===== src/rtl/dmac_pkg.sv =====
// Shared FSM state encoding and burst-length helper for the DMA burst splitter.
package dmac_pkg;

    typedef enum logic [2:0] {
        StIdle,
        StCalc,
        StAddr,
        StData,
        StDone
    } dmac_state_e;

    function automatic logic [31:0] burst_min(
        input logic [31:0] remaining,
        input logic [31:0] room,
        input logic [31:0] max_len
    );
        logic [31:0] b;
        b = remaining;
        if (max_len < b) b = max_len;
        if (room < b) b = room;
        return b;
    endfunction

endpackage


===== src/rtl/dmac_burst_calc.sv =====
// Registered burst sizing: min of remaining words, max burst and words left before the
// address boundary. Captures on en_i, which the top asserts in CALC.
module dmac_burst_calc
    import dmac_pkg::*;
#(
    parameter int unsigned W_D           = 32,
    parameter int unsigned W_SIZE        = 32,
    parameter int unsigned W_BOUNDARY_A  = 12,
    parameter int unsigned W_BLEN        = 8,
    parameter int unsigned MAX_BURST_LEN = 256,
    parameter int unsigned W_BURST       = $clog2(MAX_BURST_LEN) + 1
) (
    input  logic                    clk_i,
    input  logic                    rst_i,
    input  logic                    en_i,
    input  logic [W_BOUNDARY_A-1:0] addr_lo_i,
    input  logic [W_SIZE-1:0]       remaining_i,
    output logic [W_BURST-1:0]      burst_o,
    output logic [W_BLEN-1:0]       len_o
);

    localparam int unsigned ROOM_W  = W_BOUNDARY_A + 1;
    localparam int unsigned BYTE_SH = $clog2(W_D / 8);

    logic [ROOM_W-1:0] room_bytes;
    logic [ROOM_W-1:0] room_words;
    logic [31:0]       burst;

    // Address is word aligned, so the byte room divides exactly into words.
    always_comb begin
        room_bytes = (ROOM_W'(1) << W_BOUNDARY_A) - ROOM_W'(addr_lo_i);
        room_words = room_bytes >> BYTE_SH;
        burst      = burst_min(32'(remaining_i), 32'(room_words), 32'(MAX_BURST_LEN));
    end

    always_ff @(posedge clk_i) begin
        if (rst_i) begin
            burst_o <= '0;
            len_o   <= '0;
        end else if (en_i) begin
            burst_o <= W_BURST'(burst);
            len_o   <= W_BLEN'(burst - 32'd1);
        end
    end

endmodule


===== src/rtl/dmac_burst_splitter.sv =====
// Splits a word-count DMA request into AXI bursts that never cross the boundary.
// Optional macro DMAC_BURST_SPLITTER_PERF_EN adds the perf_cycles busy-cycle counter.
module dmac_burst_splitter
    import dmac_pkg::*;
#(
    parameter int unsigned W_D           = 32,
    parameter int unsigned W_EXT_A       = 32,
    parameter int unsigned W_SIZE        = 32,
    parameter int unsigned W_BOUNDARY_A  = 12,
    parameter int unsigned W_BLEN        = 8,
    parameter int unsigned MAX_BURST_LEN = 256
) (
    input  logic               ACLK,
    input  logic               ARESET,
    input  logic               req_valid,
    output logic               req_ready,
    input  logic               req_write,
    input  logic [W_EXT_A-1:0] req_addr,
    input  logic [W_SIZE-1:0]  req_size,
    input  logic               src_valid,
    output logic               src_ready,
    input  logic [W_D-1:0]     src_data,
    output logic               dst_valid,
    input  logic               dst_ready,
    output logic [W_D-1:0]     dst_data,
    output logic               awvalid,
    input  logic               awready,
    output logic [W_EXT_A-1:0] awaddr,
    output logic [W_BLEN-1:0]  awlen,
    output logic               wvalid,
    input  logic               wready,
    output logic [W_D-1:0]     wdata,
    output logic [W_D/8-1:0]   wstrb,
    output logic               wlast,
    output logic               arvalid,
    input  logic               arready,
    output logic [W_EXT_A-1:0] araddr,
    output logic [W_BLEN-1:0]  arlen,
    input  logic               rvalid,
    output logic               rready,
    input  logic [W_D-1:0]     rdata,
    input  logic               rlast,
    output logic               done
`ifdef DMAC_BURST_SPLITTER_PERF_EN
    ,
    output logic [31:0]        perf_cycles
`endif
);

    localparam int unsigned W_BURST = $clog2(MAX_BURST_LEN) + 1;
    localparam int unsigned BYTE_SH = $clog2(W_D / 8);

    dmac_state_e        state_q;
    logic               write_q;
    logic [W_EXT_A-1:0] addr_q;
    logic [W_SIZE-1:0]  rem_q;
    logic [W_BLEN-1:0]  beat_q;
    logic               awvalid_q;
    logic               arvalid_q;
    logic               done_q;

    logic [W_BURST-1:0] burst;
    logic [W_BLEN-1:0]  len;
    logic               data_wr;
    logic               data_rd;
    logic               beat_fire;
    logic               addr_fire;
    logic               unused_rlast;

    dmac_burst_calc #(
        .W_D           (W_D),
        .W_SIZE        (W_SIZE),
        .W_BOUNDARY_A  (W_BOUNDARY_A),
        .W_BLEN        (W_BLEN),
        .MAX_BURST_LEN (MAX_BURST_LEN),
        .W_BURST       (W_BURST)
    ) u_calc (
        .clk_i       (ACLK),
        .rst_i       (ARESET),
        .en_i        (state_q == StCalc),
        .addr_lo_i   (addr_q[W_BOUNDARY_A-1:0]),
        .remaining_i (rem_q),
        .burst_o     (burst),
        .len_o       (len)
    );

    // Burst termination relies on the internal beat count only.
    assign unused_rlast = rlast;

    always_comb begin
        data_wr   = (state_q == StData) && write_q;
        data_rd   = (state_q == StData) && !write_q;
        beat_fire = (data_wr && src_valid && wready) || (data_rd && rvalid && dst_ready);
        addr_fire = write_q ? awready : arready;
        req_ready = (state_q == StIdle) && !ARESET;
        wvalid    = data_wr && src_valid;
        src_ready = data_wr && wready;
        wdata     = src_data;
        wstrb     = {(W_D / 8){data_wr}};
        wlast     = data_wr && (beat_q == len);
        dst_valid = data_rd && rvalid;
        rready    = data_rd && dst_ready;
        dst_data  = rdata;
        awvalid   = awvalid_q;
        arvalid   = arvalid_q;
        awaddr    = addr_q;
        araddr    = addr_q;
        awlen     = len;
        arlen     = len;
        done      = done_q;
    end

    always_ff @(posedge ACLK) begin
        if (ARESET) begin
            state_q   <= StIdle;
            write_q   <= 1'b0;
            addr_q    <= '0;
            rem_q     <= '0;
            beat_q    <= '0;
            awvalid_q <= 1'b0;
            arvalid_q <= 1'b0;
            done_q    <= 1'b0;
        end else begin
            done_q <= 1'b0;
            unique case (state_q)
                StIdle: begin
                    if (req_valid) begin
                        write_q <= req_write;
                        addr_q  <= req_addr;
                        rem_q   <= req_size;
                        beat_q  <= '0;
                        state_q <= (req_size == '0) ? StDone : StCalc;
                    end
                end
                StCalc: begin
                    awvalid_q <= write_q;
                    arvalid_q <= !write_q;
                    state_q   <= StAddr;
                end
                StAddr: begin
                    if (addr_fire) begin
                        awvalid_q <= 1'b0;
                        arvalid_q <= 1'b0;
                        state_q   <= StData;
                    end
                end
                StData: begin
                    if (beat_fire) begin
                        if (beat_q == len) begin
                            beat_q  <= '0;
                            addr_q  <= addr_q + (W_EXT_A'(burst) << BYTE_SH);
                            rem_q   <= rem_q - W_SIZE'(burst);
                            state_q <= (rem_q == W_SIZE'(burst)) ? StDone : StCalc;
                        end else begin
                            beat_q <= beat_q + 1'b1;
                        end
                    end
                end
                StDone: begin
                    done_q  <= 1'b1;
                    state_q <= StIdle;
                end
                default: state_q <= StIdle;
            endcase
        end
    end

`ifdef DMAC_BURST_SPLITTER_PERF_EN
    logic [31:0] perf_q;

    always_ff @(posedge ACLK) begin
        if (ARESET) begin
            perf_q <= '0;
        end else if (state_q == StIdle) begin
            if (req_valid) perf_q <= '0;
        end else begin
            perf_q <= perf_q + 32'd1;
        end
    end

    assign perf_cycles = perf_q;
`endif

endmodule


===== config.mk =====
export PLATFORM = sky130hd
export DESIGN_NAME = dmac_burst_splitter
export DESIGN_NICKNAME = d
export VERILOG_FILES = /design/src/rtl/dmac_pkg.sv /design/src/rtl/dmac_burst_calc.sv /design/src/rtl/dmac_burst_splitter.sv
export SDC_FILE = /design/constraint.sdc
export NUM_CORES = 1
export LEC_CHECK = 0
export CORE_UTILIZATION = 49
export DETAILED_ROUTE_END_ITERATION = 16
export PLACE_DENSITY_LB_ADDON = 0.3
export RECOVER_POWER = 50
export REMOVE_ABC_BUFFERS = 1
export SYNTH_ARGS = -nofsm -noshare
export SYNTH_HDL_FRONTEND = slang
export SYNTH_SLANG_ARGS = --single-unit

===== constraint.sdc =====
create_clock -name ACLK -period 14.07 [get_ports ACLK]
set_clock_uncertainty 0.05 [all_clocks]
set_input_delay 1.407 -clock ACLK [delete_from_list [all_inputs] [get_ports ACLK]]
set_output_delay 1.407 -clock ACLK [all_outputs]
set_load 0.01 [all_outputs]

run_1/clock_map.png
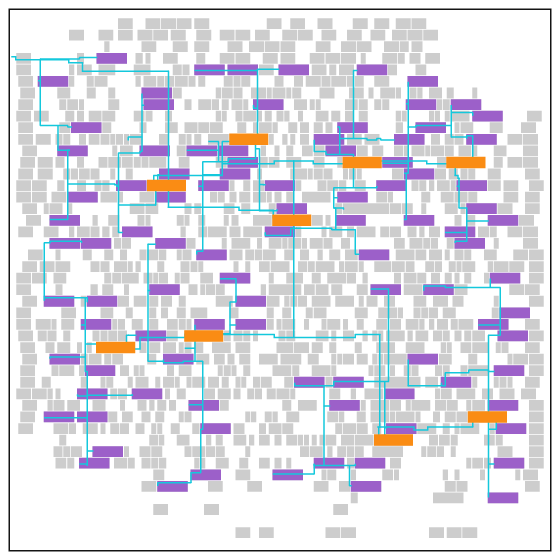
[flip-flops] purple | count: 96
[clock wires] cyan | length: 1330 um
[cells driving clock nets] orange | count: 9
flops lie: spread over the die
routed clock nets: 10

run_1/final_clocks.png
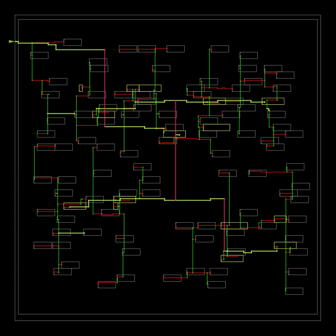
flop count: 96
CTS Buf Count: 9

run_1/registers.png
The bar under the picture is 50 um long.
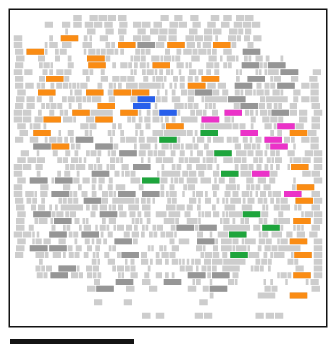
| name in the netlist | colour | sequential cells |
|---|---|---|
| `araddr` | orange | 32 |
| `state_q` | blue | 3 |
| `u_calc.len_o` | magenta | 8 |
| `u_calc.burst_o` | green | 9 |

run_1/cell_classes.png
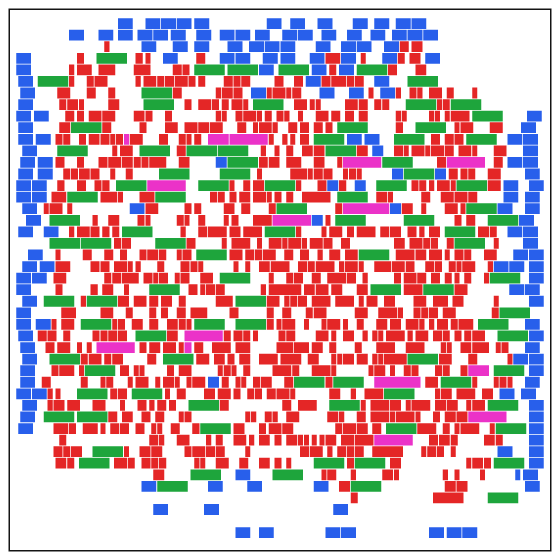
| class | colour | cells | share of their area |
|---|---|---|---|
| clock drivers and dummy loads | magenta | 15 | 3.7% |
| all other logic | red | 741 | 54% |
| flip-flops | green | 96 | 22% |
| other buffers and delay cells | blue | 175 | 20% |

==> qor.txt, run 1 <==
Combinational gate area: 4580 um2
Sequential share of the synthesized area: 25.1%
Die area: 16100 um2
Bufs w/o clock: 175
Leakage Power: 0.00341 uW
CP peak stage delay: 0.66 ns
Final instance area: 8870 um2
Clock-cell share: 3.62%
DRT Pass-1 Iters: 5
Worst Hold End: rem_q[21]
Minimum clock period: 5.65 ns
Sequential cell area share: 21.7%
Mapped Avg Cell Area: 7.59 um2
Critical Path Slowest Stage Cell: or4_1
Ys flops: 96
Ys cells: 1008
Post-cts hold-fix buffer tally: 0
Reg-to-Reg End: u_calc.len_o[6]
Count of library flops with an enable pin: 0
Crit path top cell by count: ha_1
Final setup fails: 0
Sinks on Clock Net: 96
Complex Gates by Area: 26.7%
Cell depth of the worst setup path: 17
FMAX: 177 MHz
Die Y: 127 um
Non-clock buffer share: 19.4%
Met2 routed WL: 10700 um
FP Util: 50.3%
Late-Pin Clk Latency: 0.36 ns
Routed via count: 7635
CTS tree: done
DRT iter0 DRCs: 711
Critical path buffer and inverter count: 0
Drt wl/cell: 20.1 um
Most frequent cells after synthesis: buf_4, dfxtp_1, nor2_1
GPL Wtd Cong: 0.885
Stage-log warning count: 26
Slew headroom: 18.5%
Inverters, non-clock: 25
Area fraction of the dominant cell type after synthesis: 25.1%
Hold depth: 2
DR vias/cell: 6.28
Remaining DRCs: 0
Worst hold path type: flop to flop
Setup Fix Bufs, Post-CTS: 0
Max FO, Critical Path: 26
Tcrit/Tclk final: 40.1%
PD cells: 114 nW/um2
Die extent in x: 127 um
Setup crit end: u_calc.len_o[6]
RSZ-0062 raised after global routing: no
Post-Synth XOR/XNOR Area: 3.43%
And+or+nand+nor area frac: 23.2%
Vias in the first global route: 6766
GR peak layer: met2
Crit path max-delay family: simple AND/OR/NAND/NOR gates
VDD IR max: 0.0000749 V
Top non-seq family: AND-OR/OR-AND gates
Routed Antenna Nets: 0
Reg2reg start: araddr[0]
H-tree depth: 3
# clk buffers: 12
Pre-CTS WS: 8.51 ns
Met1 Usage GRT: 39.4%
CP cell instances: or4_1 > nor4_1 > nand2b_1 > or3_1 > nor3_1 > ha_1 > and2_1 > a221oi_1 > nand3_1 > o211ai_4 > mux2_4 > ha_1 > nand4_1 > o21ai_0 > xor2_1 > mux2_2 > a211oi_1
Floorplan row count: 45
Synth top cell by count: buf_4
Top cells by area: dfxtp_1, buf_4, ha_1
Setup CP Type: flop to flop
# diodes: 0
Area Growth Syn to Fin: 16.0%
Final WS setup: 8.42 ns
Crit. Startpoint: araddr[0]
Hold Startpoint: rem_q[21]
Run status: complete, no violations
==> run 1: cell families (layout without fill, tap and decap cells) <==
logic type	count (synthesis)	in the layout
and+or+nand+nor	354	354
AOI/OAI and AO/OA	293	293
buffers and inverters	197	215
DFF	96	96
adders and majority gates	32	32
xor gates and xnor gates	30	30
muxes	5	5
other	1	2
==> run 1: report_power, final <==
group | switching (uW) | internal, uW
clock network | 109 | 164
logic | 218 | 176
registers | 41.4 | 300
==> run 1: through the flow <==
| step | hold WS [ns] | power, uW | instances |
|---|---|---|---|
| finish | 0.427 | 1010 | 1215 |
| global route | 0.447 | 1070 | 1215 |
| CTS | 0.423 | 1010 | 1215 |
| detailed placement | 0.408 | 741 | 1200 |
| global placement | 0.407 | 735 | 1200 |
| floorplan | 0.387 | 585 | 837 |
run_1/drive_strength.png
The bar under the picture is 50 um long.
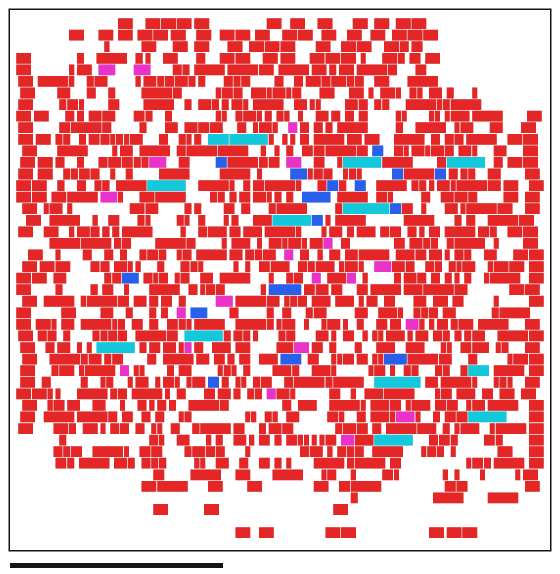

## Run 2: what changed since run 1
Settings changed: CORE_UTILIZATION 49 to 45.
Clock period 14.07 ns to 5.2 ns, I/O delays scaled along.
run_2/drive_strength.png
The bar under the picture is 50 um long.
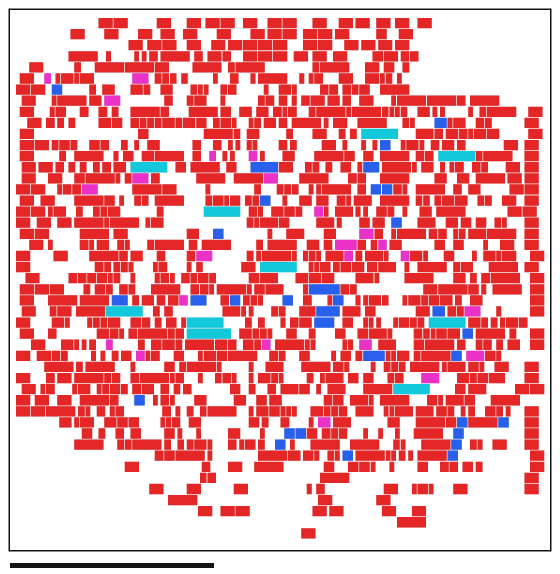
| size | colour | cells |
|---|---|---|
| drive 1 or less | red | 977 |
| drive 3 to 4 | blue | 32 |
| drive 6 and up | cyan | 10 |
| drive 2 | magenta | 24 |

==> run 2 against run 1 <==
Effect of this change:
- fmax is 15% higher
- area after synthesis stayed put
- first-iteration DRC count down 9.4%
- via count up 2.1%
- synthesized cell count unchanged
- critical path depth up 1
- register-to-register slack got worse by 8.1 ns
- clock power grew 150%
- worst setup slack got worse by 8.1 ns
- final area increased by 1.6%
- combinational power rose to 2.8 times the previous value
- die size is 8.8% higher
==> qor.txt, run 2 <==
Setup crit end: u_calc.len_o[6]
Routed via count: 7798
Stage-log warning count: 26
Count of library flops with an enable pin: 0
Tightest Pin Transition: 1.32 ns
Area fraction of the dominant cell type after synthesis: 25.1%
CTS Buf Count: 9
Synth top cell by count: buf_4
Slew headroom: 11.9%
Minimum clock period: 4.89 ns
And+or+nand+nor area frac: 23.2%
Hold Startpoint: rem_q[21]
Die area: 17500 um2
Final hold slack: 0.436 ns
Crit. Startpoint: araddr[0]
Top power group: combinational logic
CP peak stage delay: 0.57 ns
# diodes: 0
Post-cts hold-fix buffer tally: 0
Setup CP Type: flop to flop
Die Y: 132 um
Pre-CTS WS: 0.132 ns
Reg-to-Reg End: u_calc.len_o[6]
Floorplan row count: 47
Routed Antenna Nets: 0
Area Growth Syn to Fin: 17.8%
Ys cells: 1008
Critical path buffer and inverter count: 0
Critical Path Slowest Stage Cell: or4_1
Reg2reg start: araddr[0]
Most frequent cells after synthesis: buf_4, dfxtp_1, nor2_1
Die extent in x: 132 um
Ys flops: 96
H-tree depth: 3
Post-Synth XOR/XNOR Area: 3.43%
Worst Hold End: rem_q[21]
Max FO, Critical Path: 10
PD cells: 301 nW/um2
Clock power frac: 24.9%
DRT Pass-1 Iters: 5
Reg2Reg Setup Slack: 0.31 ns
FMAX: 204 MHz
Top non-seq family: AND-OR/OR-AND gates
Sequential share of the synthesized area: 25.1%
Remaining DRCs: 0
FP Util: 46.1%
Tcrit/Tclk final: 94.1%
Cell depth of the worst setup path: 18
Crit path max-delay family: simple AND/OR/NAND/NOR gates
RSZ-0062 raised after global routing: no
Top cells by area: dfxtp_1, buf_4, ha_1
VDD IR max: 0.000191 V
Sw frac: 37.8%
Final WS setup: 0.307 ns
Internal power: 1680 uW
Drt wl/cell: 20.4 um
Hold depth: 2
First-pass GRT wire length: 39800 um
Final setup fails: 0
Comb pwr: 1120 uW
Run status: complete, no violations
Combinational fraction of design power: 41.3%
Sinks on Clock Net: 96
Leakage Power: 0.00347 uW
GPL Wtd Cong: 0.879
DR vias/cell: 6.17
Part of the power in registers: 33.8%
P_sw: 1020 uW
Setup Fix Bufs, Post-CTS: 0
Late-Pin Clk Latency: 0.36 ns
Vias in the first global route: 7056
CP cell instances: or4_1 > nor4_2 > nand2b_1 > or3_1 > o21a_1 > nor2_1 > ha_1 > and2_1 > a221oi_2 > nand3_1 > o211ai_4 > nor2_1 > a21oi_2 > ha_1 > o41a_1 > o221ai_1 > mux2_2 > a211oi_1
Worst hold path type: flop to flop
-- run 2: cell counts after synthesis --
No cell type changed its count.
-- run 2: final cells by class --
class | count | area, um2
tap | 220 | 275
multi-input combinational | 716 | 4600
fill | 1619 | 7570
clock buffer | 11 | 233
inverter | 25 | 93.8
clock inverter | 5 | 57.6
sequential | 96 | 1920
timing repair buffer | 190 | 1830
-- run 2: stage by stage --
step	power [uW]	cell area, um2	cells
final	2710	9010	1263
after CTS	2710	8990	1262
after detailed placement	2040	8700	1246
after floorplan	1580	6580	837
after global placement	2020	8700	1246
after global routing	2860	9010	1263
-- run 2: metal layers --
layer	GRT usage (%)	vias up	part of all wire, %
met5	8.06	-	0.49
li1	-	3676	-
met4	7.60	4	1.8
met2	42.7	433	43
met3	11.9	34	12
met1	38.3	3651	43
## Run 3: what changed since run 2
Settings changed: SKIP_CTS_REPAIR_TIMING from default to 1.
run_3/cell_classes.png
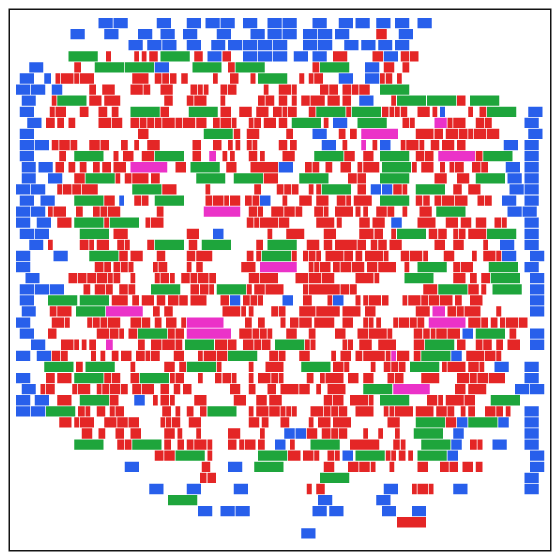
| class | colour | cells | share of their area |
|---|---|---|---|
| other buffers and delay cells | blue | 190 | 21% |
| all other logic | red | 741 | 54% |
| flip-flops | green | 96 | 22% |
| clock drivers and dummy loads | magenta | 16 | 3.3% |

==> run 3 against run 2 <==
Effect of this change:
- utilization stayed put
- worst setup slack unchanged
- routed wire length unchanged
- critical endpoint unchanged
==> qor.txt, run 3 <==
Run status: complete, no violations
DRT Pass-1 Iters: 5
Post-route insts no fill: 1263
Floorplan row count: 47
Die area: 17500 um2
Leakage Power: 0.00347 uW
DRT iter0 DRCs: 644
Crit. Startpoint: araddr[0]
Met1 Usage GRT: 38.3%
Drt wl/cell: 20.4 um
Final instance area: 9010 um2
Clock group power: 675 uW
Met2 routed WL: 11000 um
FP Util: 46.1%
RSZ-0062 raised after global routing: no
VDD IR max: 0.000191 V
Minimum clock period: 4.89 ns
Pwr Total: 2710 uW
Remaining DRCs: 0
GRT met3 Usage: 11.9%
Register area: 1920 um2
Area Growth Syn to Fin: 17.8%
Slew headroom: 11.9%
Reg2reg start: araddr[0]
Part of the power in registers: 33.8%
Final WS setup: 0.307 ns
Sw frac: 37.8%
Final hold slack: 0.436 ns
GR peak layer: met2
Die extent in x: 132 um
CP cell instances: or4_1 > nor4_2 > nand2b_1 > or3_1 > o21a_1 > nor2_1 > ha_1 > and2_1 > a221oi_2 > nand3_1 > o211ai_4 > nor2_1 > a21oi_2 > ha_1 > o41a_1 > o221ai_1 > mux2_2 > a211oi_1
Met2 GRT Util: 42.7%
Reg2Reg Setup Slack: 0.31 ns
Crit path max-delay family: simple AND/OR/NAND/NOR gates
Setup CP Type: flop to flop
Seq pwr: 915 uW
## run 3: cell counts in the layout (fill, tap and decap cells not counted)
No cell type changed its count.
## run 3: area by class of cell
| cell class | count | share of cell area [%] |
|---|---|---|
| multi-input combinational | 716 | 51.1 |
| sequential | 96 | 21.3 |
| timing repair buffer | 190 | 20.3 |
| tap | 220 | 3.05 |
| clock buffer | 11 | 2.58 |
| inverter | 25 | 1.04 |
| clock inverter | 5 | 0.639 |
## run 3: cell families after synthesis
| group | after synthesis |
|---|---|
| AND-OR/OR-AND | 293 |
| XOR/XNOR | 30 |
| adder cells (fa/ha/maj) | 32 |
| buffers and inverters | 197 |
| flip-flops | 96 |
| multiplexers | 5 |
| other | 1 |
| AND/OR/NAND/NOR | 354 |
Power and IR drop assume default switching activity.
